`src/rtl/demux8_pkg.sv`:
```
// Shared constants and FSM state type for the demux8_collector slice.
package demux8_pkg;

    localparam int SLOTS = 8;
    localparam int IDX_W = 3;

    typedef enum logic {
        FILL = 1'b0,
        FULL = 1'b1
    } demux8_state_t;

endpackage

```
`src/rtl/decoder3to8.sv`:
```
// 3-bit slot index to one-hot write enable; all zeros when en is low.
module decoder3to8
    import demux8_pkg::*;
(
    input  logic [IDX_W-1:0] sel,
    input  logic             en,
    output logic [SLOTS-1:0] onehot
);

    always_comb begin
        onehot = '0;
        if (en) begin
            onehot[sel] = 1'b1;
        end
    end

endmodule

```
`src/rtl/demux8_collector.sv`:
```
// Steers a word stream into 8 slot registers and hands them out as one frame.
// Define DEMUX8_ADDR_EN to target slots by in_addr instead of an internal counter.
module demux8_collector
    import demux8_pkg::*;
#(
    parameter int N = 1
) (
    input  logic             clk,
    input  logic             rst,
    input  logic [N-1:0]     in_data,
    input  logic             in_valid,
    output logic             in_ready,
`ifdef DEMUX8_ADDR_EN
    input  logic [IDX_W-1:0] in_addr,
`endif
    input  logic             clear,
    output logic [N-1:0]     out00,
    output logic [N-1:0]     out01,
    output logic [N-1:0]     out02,
    output logic [N-1:0]     out03,
    output logic [N-1:0]     out04,
    output logic [N-1:0]     out05,
    output logic [N-1:0]     out06,
    output logic [N-1:0]     out07,
    output logic             out_valid,
    input  logic             out_ready,
    output logic             dbg_state,
    output logic [IDX_W-1:0] dbg_idx
);

    // Handshake: a word moves when in_valid & in_ready at posedge clk; a
    // frame moves when out_valid & out_ready. Both readies/valids are pure
    // functions of state, so neither side ever waits on the other's valid.

    demux8_state_t    state, next_state;
    logic [IDX_W-1:0] idx;
    logic [SLOTS-1:0] written;
    logic [SLOTS-1:0] wr_en;
    logic [IDX_W-1:0] target;
    logic [N-1:0]     slot [SLOTS];
    logic             accept;
    logic             take;

    assign in_ready  = (state == FILL);
    assign out_valid = (state == FULL);
    assign take      = out_valid & out_ready;
    // clear drops a coincident word so the new frame starts cleanly at slot 0
    assign accept    = in_valid & in_ready & ~clear;

`ifdef DEMUX8_ADDR_EN
    assign target = in_addr;
`else
    assign target = idx;
`endif

    decoder3to8 u_dec (
        .sel    (target),
        .en     (accept),
        .onehot (wr_en)
    );

    always_comb begin
        next_state = state;
        case (state)
            FILL: if (accept && ((written | wr_en) == '1)) next_state = FULL;
            FULL: if (take) next_state = FILL;
            default: next_state = FILL;
        endcase
    end

    always_ff @(posedge clk) begin
        if (rst) begin
            state   <= FILL;
            idx     <= '0;
            written <= '0;
        end else begin
            state <= next_state;
            if (state == FILL) begin
                if (clear) begin
                    idx     <= '0;
                    written <= '0;
                end else if (accept) begin
                    idx     <= idx + 1'b1;
                    written <= written | wr_en;
                end
            end else if (take) begin
                idx     <= '0;
                written <= '0;
            end
        end
    end

    // Slots keep their contents across a take; only reset zeroes them.
    always_ff @(posedge clk) begin
        for (int i = 0; i < SLOTS; i++) begin
            if (rst) begin
                slot[i] <= '0;
            end else if (wr_en[i]) begin
                slot[i] <= in_data;
            end
        end
    end

    assign out00     = slot[0];
    assign out01     = slot[1];
    assign out02     = slot[2];
    assign out03     = slot[3];
    assign out04     = slot[4];
    assign out05     = slot[5];
    assign out06     = slot[6];
    assign out07     = slot[7];
    assign dbg_state = state;
    assign dbg_idx   = idx;

endmodule
```
`config.mk`:
```
export PLATFORM = sky130hd
export DESIGN_NAME = demux8_collector
export DESIGN_NICKNAME = d
export VERILOG_FILES = /design/src/rtl/demux8_pkg.sv /design/src/rtl/decoder3to8.sv /design/src/rtl/demux8_collector.sv
export SDC_FILE = /design/constraint.sdc
export NUM_CORES = 1
export LEC_CHECK = 0
export ABC_CLOCK_PERIOD_IN_PS = 3650
export CORE_ASPECT_RATIO = 1.2
export CORE_MARGIN = 5
export CORE_UTILIZATION = 51
export DETAILED_ROUTE_END_ITERATION = 12
export PLACE_DENSITY = 0.78
export SLEW_MARGIN = 10
export SYNTH_ARGS = -nofsm -noshare
export SYNTH_HDL_FRONTEND = slang
export SYNTH_SLANG_ARGS = --single-unit
```
`constraint.sdc`:
```
create_clock -name clk -period 3.65 [get_ports clk]
set_input_delay 0.73 -clock clk [delete_from_list [all_inputs] [get_ports clk]]
set_output_delay 0.73 -clock clk [all_outputs]
set_load 0.02 [all_outputs]
```
run_1/met1.png
Drawn at 10 px/um. Supply wires on this layer in grey. Cells faint in the background.
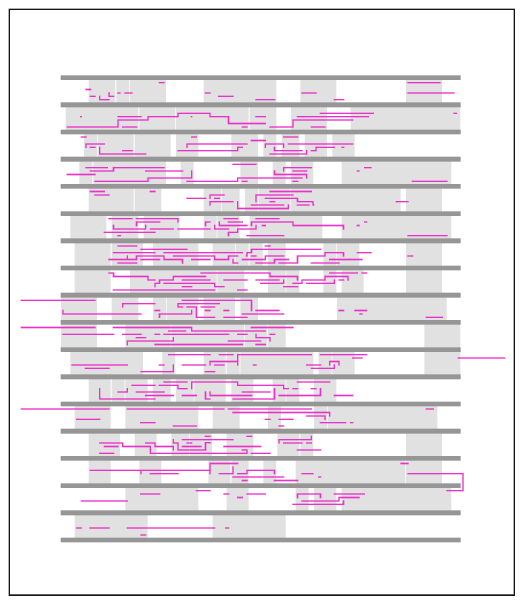
main direction: horizontal
nets with wire on the layer: 113
total wire length: 1900 um
met1 Usage GRT: 16.3%
vias after detailed routing: 796

run_1/registers.png
Drawn at 8 px/um. Other sequential cells in the stronger grey, the rest of the logic in the fainter grey.
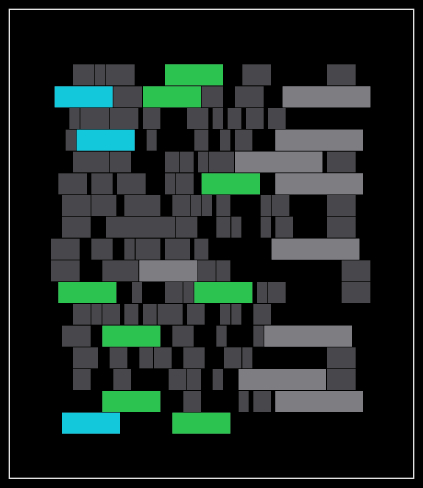
[written] green | sequential cells: 8
[dbg_idx] cyan | sequential cells: 3
Reg area: 480 um^2
Seq power: 0.240 mW
final core utilization: 64.5%

==> results_dict.tcl, run 1 <==
# place-and-route summary
set metrics [dict create \
    status "complete, no violations" \
    final-comb-area_um2 469 \
    min-delay-start "written[5]" \
    fin_ws_ns 1.31 \
    clkCellAreaFrac_pct 2.20 \
    end_kind "output pin" \
    row_count 17 \
    hp-class "reg2reg" \
    wl_per_cell_um 13.6 \
    swShare_pct 23.2 \
    synthAdderAreaFrac_pct 1.25 \
    drive_gt1_share_pct 6.67 \
    skew_ns 0.00246 \
    ys_dominant_reg_cell "dfxtp_1" \
    fp_nets 111 \
    n_clock_buffer 4 \
    top_logic_kind "simple AND/OR/NAND/NOR gates" \
    cp_data_arrival_time_ns 1.61 \
    grtUsageTotal_pct 13.8 \
    netlist-cell-type-count 37 \
    drt-met1-wl_um 809 \
    r2r_start "dbg_state" \
    max-cap-violations 0 \
    clkTransAtPathRegs_ns 0.11 \
    grt_pass1_vias 751 \
    wl_met3_um 113 \
    synth-edff-count 8 \
    top_cells_by_area "dfxtp_1, edfxtp_1, nor2b_1, nor2_1, nand2b_1" \
    yosys-stat-cells 104 \
    top_layer_used "met4" \
    clk_latency_ns 0.30 \
    drt-pass1-iter-count 4 \
    finalHoldViolCount 0 \
    drcViolationCount 0 \
    gp_congestion 0.805 \
    p_switching_mw 0.0906 \
    nonClkBufAreaFrac_pct 15.9 \
    grt_busiest_layer "met2" \
    combPwrFrac_pct 10.7 \
    min_path_cells 2 \
    tightest_slew_ns 0.566 \
    placed_cell_area_mm2 0.00117 \
    p_total_mw 0.390 \
    cts_tree "built" \
    syn_area_um2 997 \
    grt_pass1_wl_um 3220 \
    async_flop_share_pct 0 \
    clock_path_buffers 2 \
    reg2reg_depth 4 \
    syn_to_final_growth_pct 19.7 \
    yosys_area_um2 997 \
    synth-simple-area-share_pct 30.7 \
    startpoint_type "flip-flop" \
    ios 20 \
    antenna_found_initial 0 \
    flop-count 20 \
    maxPowerGroup "sequential cells" \
    grt-ovfl-total 0 \
    use_met2_pct 24.1 \
    cts-root-buf "clkbuf_4" \
    pg_comb_mw 0.0417 \
    crit_cells 1 \
    ys_warn_count 0 \
    dr_wl_met2_um 934 \
    htreeDepth 1 \
    antenna_left 0 \
    yosysTopAreaCellShare_pct 24.1 \
    cts_resized 0 \
    netlist_instances 104 \
    common_cells "dfxtp_1, nor2_1, nand2_1" \
    clock-sinks 20 \
    maxSlewViolCount 0 \
]
run_1/met3.png
Drawn at 6 px/um. Cells faint in the background.
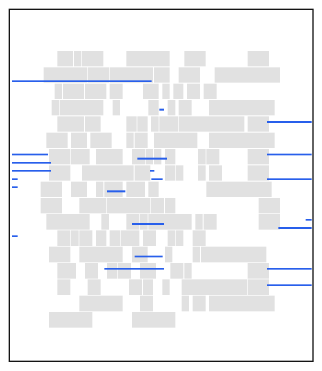
nets with wire on the layer: 19
wire length on this layer: 113 um
main direction: horizontal
met3 Track Usage GR: 2.28%

run_1/metal_stack.png
Drawn at 8 px/um. Only two layers are drawn.
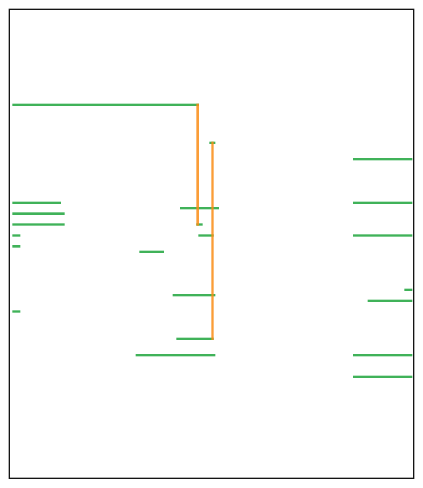

==> inputs of run 2 (changes only) <==
- ABC_CLOCK_PERIOD_IN_PS: 3650 -> 1890
- CORE_UTILIZATION: 51 -> 45
- PLACE_DENSITY: 0.78 -> 0.73
- clock period: 3.65 -> 1.89 ns (I/O delays scaled with it)
run_2/metal_stack.png
Drawn at 8 px/um. Only two layers are drawn.
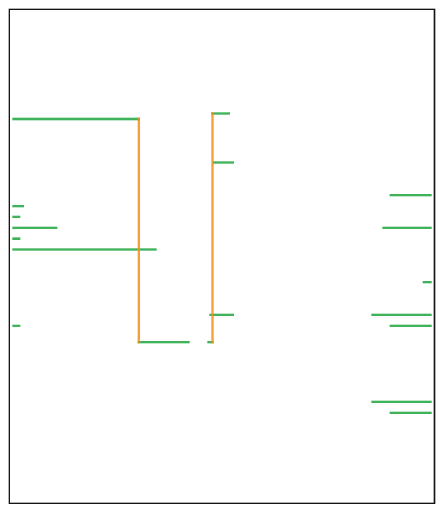
[met3] green | wire length: 91.5 um
[met4] orange | wire length: 56.4 um
total wire length: 2010 um
WL/cell: 12.5 um

run_2/met3.png
Drawn at 6 px/um. Cells faint in the background.
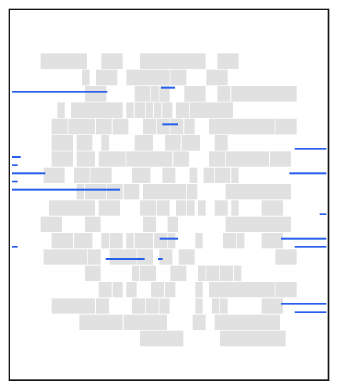
share of all routed wire: 4.6%
nets with wire on the layer: 17
main direction: horizontal
wire length on this layer: 91.5 um
met3 Track Usage GR: 2.66%
vias after detailed routing: 805

run_2/met1.png
Drawn at 10 px/um. Supply wires on this layer in grey. Cells faint in the background.
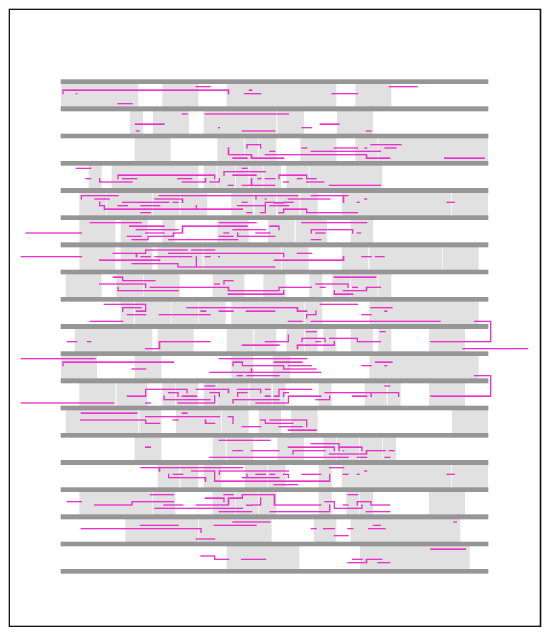
main direction: horizontal
nets with wire on the layer: 125
met1 Usage GRT: 17.3%

==> results_dict.tcl, run 2 <==
# place-and-route summary
set metrics [dict create \
    top_layer_used "met4" \
    dp_slack_ns -0.0718 \
    grt_pass1_vias 784 \
    ys_warn_count 0 \
    flop-count 20 \
    cts-hold-fix-buffers 0 \
    yosysTopAreaCellShare_pct 24.1 \
    leakage_nw 0.457 \
    mux_area_share_pct 2.01 \
    p_total_mw 0.758 \
    drt-met1-wl_um 886 \
    grt_pass1_wl_um 3440 \
    crit_cells 1 \
    antenna_left 0 \
    wl_met3_um 91 \
    ys_dominant_reg_cell "dfxtp_1" \
    min_path_cells 2 \
    grt_busiest_layer "met2" \
    cts-root-buf "clkbuf_4" \
    skew_ns 0.00748 \
    use_met2_pct 24.8 \
    seq_cell_power_mw 0.462 \
    maxSlewViolCount 0 \
    netlist-cell-type-count 37 \
    synthAdderAreaFrac_pct 1.25 \
    fin_util_pct 61.8 \
    min-delay-start "written[5]" \
    top_logic_kind "simple AND/OR/NAND/NOR gates" \
    synth-edff-count 8 \
    async_flop_share_pct 0 \
    nonClkBufAreaFrac_pct 21.1 \
    syn_to_final_growth_pct 29.7 \
    combPwrFrac_pct 11.9 \
    common_cells "dfxtp_1, nor2_1, nand2_1" \
    yosys_area_um2 997 \
    row_count 18 \
    swShare_pct 23.5 \
    clk_latency_ns 0.30 \
    status "complete, no violations" \
    n_clock_buffer 3 \
    avgViaCountPerCell 5.00 \
    hp-class "reg2reg" \
    grtUsageTotal_pct 14.8 \
    seqCellArea_um2 484 \
    top_cells_by_area "dfxtp_1, edfxtp_1, nor2b_1, nor2_1, nand2b_1" \
    reg2reg_depth 5 \
    n_tap_cell 30 \
    r2r_start "dbg_idx[2]" \
    fin_ws_ns 0.110 \
    pg_comb_mw 0.0902 \
    clkCellAreaFrac_pct 2.03 \
    slew_headroom_pct 76.7 \
    syn_area_um2 997 \
    p_switching_mw 0.178 \
    synth-simple-area-share_pct 30.7 \
    clock_path_buffers 2 \
    end_kind "output pin" \
    yosys-stat-cells 104 \
    fp_nets 111 \
    cts_resized 2 \
    drcViolationCount 0 \
    htreeDepth 1 \
    drive_gt1_share_pct 16.8 \
    fin_area_mm2 0.00129 \
    grt-ovfl-total 0 \
    drt-pass1-iter-count 4 \
    netlist_instances 104 \
    ios 20 \
]
run_2/registers.png
Drawn at 8 px/um. Other sequential cells in the stronger grey, the rest of the logic in the fainter grey.
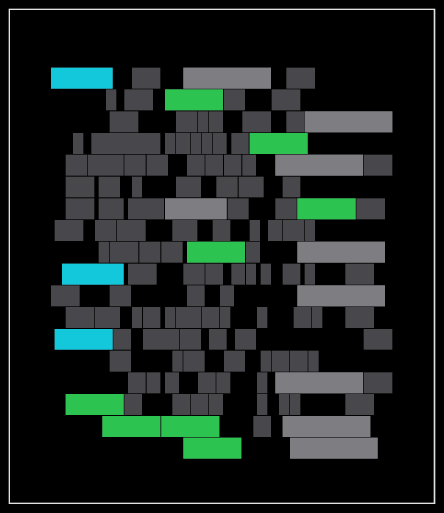

==> inputs of run 3 (changes only) <==
- ABC_AREA: unset -> 1
- CORE_UTILIZATION: 45 -> 44
- PLACE_DENSITY: 0.73 -> 0.72
- SETUP_SLACK_MARGIN: unset -> 0.3
run_3/registers.png
Drawn at 8 px/um. Other sequential cells in the stronger grey, the rest of the logic in the fainter grey.
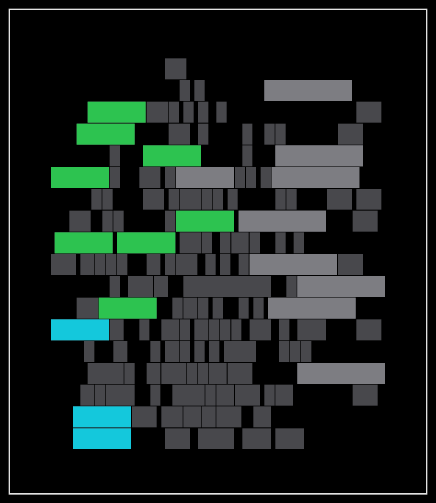
[dbg_idx] cyan | sequential cells: 3
[written] green | sequential cells: 8
not coloured: 9
Seq area share: 39.4%
final core utilization: 59.5%
Seq power: 0.462 mW

run_3/met3.png
Drawn at 6 px/um. Cells faint in the background.
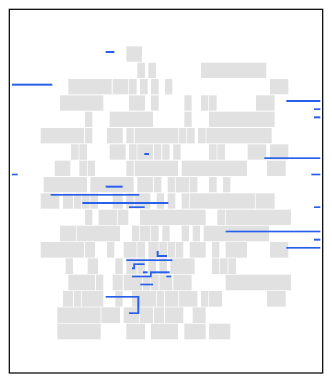
longest straight run: 15.5 um
share of all routed wire: 5.5%
main direction: horizontal
wire length on this layer: 112 um
nets with wire on the layer: 20
met3 Track Usage GR: 3.69%
total wire length: 2030 um
vias after detailed routing: 816

run_3/metal_stack.png
Drawn at 8 px/um. Only two layers are drawn.
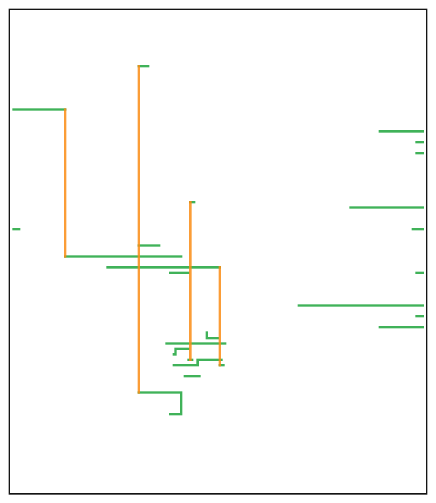
[met4] orange | wire length: 91.1 um
[met3] green | wire length: 112 um
WL/cell: 11.7 um
All-Layer GR Usage: 15.1%

==> results_dict.tcl, run 3 <==
# place-and-route summary
set metrics [dict create \
    antenna_left 0 \
    yosys-stat-cells 121 \
    ios 20 \
    top_logic_kind "simple AND/OR/NAND/NOR gates" \
    cts_resized 14 \
    row_count 18 \
    combPwrFrac_pct 10.1 \
    ys_warn_count 0 \
    swShare_pct 23.0 \
    grt_pass1_wl_um 3420 \
    r2r_start "dbg_idx[0]" \
    fin_ws_ns 0.363 \
    fin_area_mm2 0.00122 \
    drt-pass1-iter-count 4 \
    min-delay-start "written[1]" \
    top_layer_used "met4" \
    signal_buffers 20 \
    p_switching_mw 0.211 \
    drt-met1-wl_um 856 \
    synthAdderAreaFrac_pct 1.34 \
    gp_congestion 0.840 \
    synth-edff-count 8 \
    peakVddDrop_v 0.000567 \
    layout_min_cycle_time_ns 1.53 \
    top_cells_by_area "dfxtp_1, edfxtp_1, nand2_1, nor2_1, inv_1" \
    p_total_mw 0.917 \
    async_flop_share_pct 0 \
    hp-class "reg2reg" \
    ys_dominant_reg_cell "dfxtp_1" \
    dp_slack_ns 0.0327 \
    nonClkBufAreaFrac_pct 15.0 \
    grt_busiest_layer "met2" \
    htreeDepth 1 \
    grt_pass1_vias 771 \
    slew_headroom_pct 83.6 \
    reg2reg_depth 8 \
    finalHoldViolCount 0 \
    maxSlewViolCount 0 \
    syn_to_final_growth_pct 31.0 \
    final-comb-area_um2 403 \
    netlist_instances 121 \
    use_met2_pct 24.8 \
    skew_ns 0.00866 \
    crit_cells 2 \
    clk_latency_ns 0.32 \
    clock-sinks 20 \
    mux_area_share_pct 0 \
    drive_gt1_share_pct 11.9 \
    common_cells "nand2_1, nor2_1, inv_1" \
    status "complete, no violations" \
    yosys_area_um2 931 \
    max-cap-violations 0 \
    pg_comb_mw 0.0923 \
    cts-hold-fix-buffers 0 \
    fp_nets 128 \
    yosysTopAreaCellShare_pct 25.8 \
    min_path_cells 2 \
    clkCellAreaFrac_pct 4.31 \
    grt-ovfl-total 0 \
    drcViolationCount 0 \
    clkTransAtPathRegs_ns 0.12 \
    n_tap_cell 30 \
    n_clock_buffer 3 \
    end_kind "output pin" \
    grt_use_met1_pct 17.0 \
    cts-root-buf "clkbuf_4" \
    tightest_slew_ns 0.245 \
    leakage_nw 0.530 \
    flop-count 20 \
    netlist-cell-type-count 18 \
    clkPwrFrac_pct 39.5 \
    startpoint_type "flip-flop" \
    wl_met3_um 111 \
]
Power and IR drop assume default switching activity.
